Design writeback_unit, sky130hd; sources not shown.
Fig. 1: supply network
Bar = 20 um. Pins as bars on the die edge. Tap cells in grey.
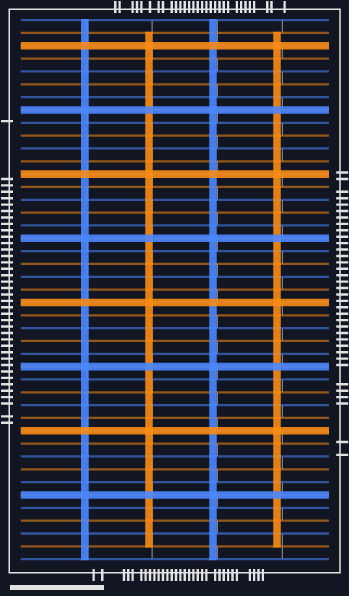
blue -> VSS
orange -> VDD
signal pins = 136
met5 straps = 8
rows = 42
met4 straps = 4
tap cells = 88
floorplan die height: 119 um
Max rail drop VDD: 0.000626 V

Fig. 2: placed cells, one colour a class
Bar = 20 um.
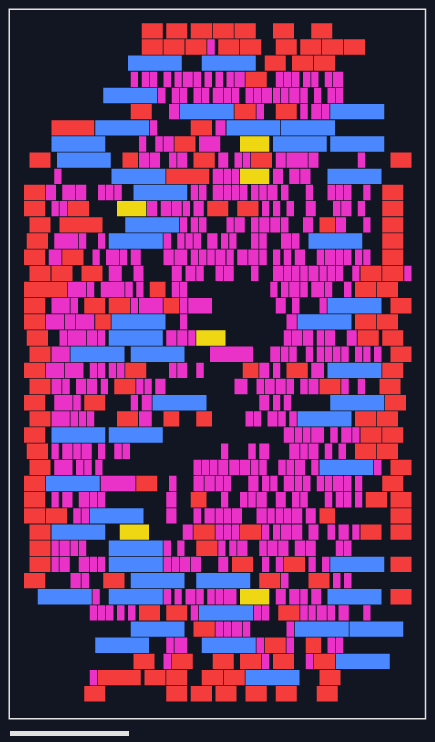
blue -> registers  # cells 50, share of their area 26%
red -> remaining buffers and delay cells  # cells 149, share of their area 31%
yellow -> clock drivers and dummy loads  # cells 6, share of their area 1.7%
magenta -> remaining logic cells  # cells 444, share of their area 41%
Post-Layout Inst Area: 4940 um^2
Core Util, Final: 66.2%

Fig. 3: clock wires, drivers and flops
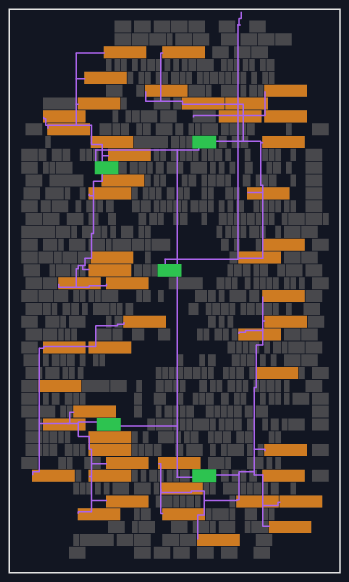
purple -> clock wires  # length 624 um
green -> clock-net drivers  # count 5
orange -> flip-flops  # count 50
flops lie = spread over the die
clock group share of total power: 10.3%
clock network latency to the later pin of the worst-skew pair: 0.31 ns
clock distribution power: 0.000515 W

Fig. 4: metal layers overlaid
Bar = 20 um. Two of the layers only.
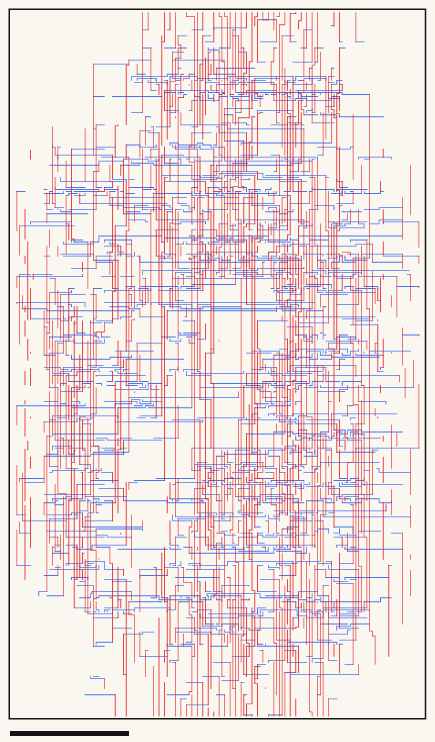
blue -> M1  # wire length 3980 um
red -> M2  # wire length 5700 um
DR vias: 3905
final wirelength: 10700 um
WL/cell: 14.5 um
overall track demand over capacity in global routing: 26.5%

==> PnR_summary.wiki <==
=== Physical design figures ===
{| class="wikitable"
! Metric !! Value
|-
| Met2 Resource Use GR || 47.5%
|-
| Maximum number of pins on one net before global-route repair || 51
|-
| Total count of max-transition violations in the final report || 0
|-
| Combinational Area || 1860 um^2
|-
| Worst-path clk slew || 0.08 ns
|-
| Critical Path Max Stage Delay || 0.42 ns
|-
| Worst-case headroom to the max-slew limit || 62.7%
|-
| Number of diodes || 0
|-
| Slowest cell on crit path || clkdlybuf4s50_1
|-
| Clock buffer count from CTS || 5
|-
| Routed vias/inst || 5.30
|-
| Sink count of the clock tree || 50
|-
| M1 GR Usage || 29.7%
|-
| Nature of the critical path endpoint || output port
|-
| GR Util met3 || 4.65%
|-
| Most frequent logic cell in the layout || nand2_1
|-
| Post-synth mux share || 0%
|-
| CP startpoint kind || input pin
|-
| Resized cells post-CTS || 1
|-
| Actual slew at the worst max-slew pin || 0.557 ns
|-
| Routability congestion estimate from global placement || 0.912
|-
| Mapped Area || 3410 um^2
|-
| Type of the worst min-delay path || register to register
|-
| Setup-violating endpoint count in the final report || 0
|-
| Slack of the critical path || 0.0857 ns
|-
| Drt pass-1 iters || 8
|-
| Cell class contributing the biggest share of worst-path delay || buffers and inverters
|-
| Total congestion overflow after global routing || 0
|-
| Share of cells above drive strength 1 || 7.24%
|-
| Seq cells post-synth || 50
|-
| Deepest clock path buffer count || 2
|-
| Final count of hold timing violations || 0
|-
| Quantity of I/O buffers inserted on ports || 135
|-
| Number of antenna violations at the first check in global routing || 0
|-
| Number of global-route vias before repair || 3879
|-
| CP cell instances || clkdlybuf4s50_1 -> xor2_1 -> nor2_1 -> nand3_1 -> a21oi_2 -> buf_12
|-
| Top logic family || simple AND/OR/NAND/NOR gates
|-
| Multi-input gate share of the layout cell area || 37.6%
|-
| Minimum setup slack among reg-to-reg paths || 0.25 ns
|-
| YS chip area || 3410 um^2
|-
| Effective utilization at floorplan || 45.7%
|-
| Area fraction in and, or, nand and nor cells || 40.1%
|-
| Leakage power || 2.41 nW
|-
| Detailed-routed wire length on met2 || 5700 um
|-
| Data arrival time at the worst-slack endpoint || 1.60 ns
|-
| Number of sequential cells || 50
|-
| Register Area || 1250 um^2
|-
| Post-layout period usage of the worst path || 96.3%
|-
| Worst setup slack after placement || 0.0109 ns
|-
| Die Footprint || 8310 um^2
|-
| Data buffer area share || 30.7%
|-
| Setup bufs post-CTS || 0
|-
| Clk Tree Root Cell || clkbuf_8
|-
| Post-route met1 wirelength || 3980 um
|-
| Post-synthesis share of cell area spent on xor and xnor gates || 2.57%
|-
| Violation count after the first detailed-route iteration || 355
|-
| Count of inverters other than clock inverters in the layout || 32
|-
| Adder-cell share of the synthesized area || 0%
|-
| Top routing layer used || met4
|-
| Post-synthesis cell count || 523
|-
| Top cell category || multi-input combinational cells
|-
| Relative area of clock buffers and inverters in the final design || 1.67%
|-
| Cell depth of the worst min-delay path || 2
|-
| Chip width || 69.8 um
|-
| Compound-cell area share of the yosys netlist || 11.7%
|-
| Placement row count || 42
|-
| Post-route minimum period || 2.21 ns
|-
| Number of remaining DRC errors || 0
|-
| Peak fanout along the critical path || 1
|-
| Max frequency || 452 MHz
|-
| Accumulated negative setup slack || 0 ns
|-
| Number of H-tree levels || 2
|-
| Buf+Inv Stages, Crit Path || 2
|-
| Length in cells of the worst reg-to-reg path || 9
|-
| First-pass GRT wire length || 17900 um
|-
| Hold buffer count at CTS || 0
|-
| Most instantiated logic cells after routing || 206 x nand2_1, 133 x clkdlybuf4s50_1, 58 x a21oi_1, 51 x nor2_1
|-
| Synth Seq Share || 36.7%
|-
| Cell count in the Yosys report || 523
|-
| Non-CTS buffers || 149
|-
| Core Region || 7460 um^2
|-
| Cell depth of the worst setup path || 6
|-
| Sequential share of cell area || 25.3%
|-
| TritonCTS clock tree || built
|-
| Number of well-tap cells placed || 88
|-
| Comb gates || 412
|-
| Top-level port count || 136
|-
| PD cells || 1010 nW/um^2
|-
| Number of violations of the max-capacitance limit || 0
|-
| Yosys warns || 0
|-
| Flip-flop count of the largest register, all copies and words added || 32
|-
| Tally of unique sky130hd cells used after synthesis || 27
|-
| Count of clock-net buffers in the final layout || 6
|-
| Most crowded layer after global routing || met2
|-
| Mean Syn Cell Area || 6.51 um^2
|-
| Net count, final || 744
|-
| Run status || complete, no violations
|-
| Number of OpenROAD warnings || 25
|-
| Worst setup path class || input pin to output port
|-
| RSZ-0062 raised after global routing || no
|-
| Metal3 WL || 686 um
|-
| Total of fill cells in the finished design || 638
|-
| Required time of the critical path || 1.69 ns
|-
| Sum of net half-perimeters after detailed placement || 7930 um
|-
| Antenna Violating Nets Remaining || 0
|-
| Post-synthesis to final-layout area growth || 44.9%
|}
cell usage after synthesis:
cell type	number	area share [%]
o21ai_1	5	0.73
buf_2	15	2.2
xnor2_1	2	0.51
nand2_1	206	23
nor3_1	1	0.15
inv_4	1	0.18
buf_6	3	0.99
nor2_4	1	0.33
nor2_8	1	0.59
xor2_1	8	2.1
or2_2	7	1.3
nand3_1	50	7.3
buf_4	8	1.8
o21ai_4	1	0.48
a21oi_1	59	8.7
nor2_1	51	5.6
nand2_4	2	0.66
o21ai_0	11	1.6
or2_1	1	0.18
nand3_2	2	0.59
clkbuf_1	3	0.33
inv_2	5	0.55
nand3b_2	1	0.33
inv_1	26	2.9
nand2_2	2	0.37
dfrtp_1	50	37
a31oi_1	1	0.18
stage by stage:
| stage | std cells | instance area, um^2 | hold slack [ns] | total power (W) | util [%] |
|---|---|---|---|---|---|
| floorplan | 494 | 3230 | 0.323 | 0.00335 | - |
| global placement | 731 | 4850 | 0.305 | 0.00439 | 65.0 |
| detailed placement | 731 | 4850 | 0.315 | 0.00446 | 65.0 |
| CTS | 737 | 4940 | 0.337 | 0.00499 | 66.2 |
| global route | 737 | 4940 | 0.358 | 0.00531 | 66.2 |
| finish | 737 | 4940 | 0.335 | 0.00499 | 66.2 |
where the power goes:
group,total (W),switching (W),internal (W)
combinational,0.00299,0.00193,0.00106
clock,0.000515,0.000282,0.000232
sequential,0.00148,0.000313,0.00117
worst reg2reg max path: stages (launching register included):
cell	delay (ns)
dfrtp_1	0.60
inv_1	0.18
nor2_1	0.47
nand3_1	0.16
nand2_1	0.10
nand2_1	0.05
nand2_1	0.07
nand2_1	0.04
nand2_1	0.07
nand2_1	0.05
Power is estimated from default activity; no workload was simulated.
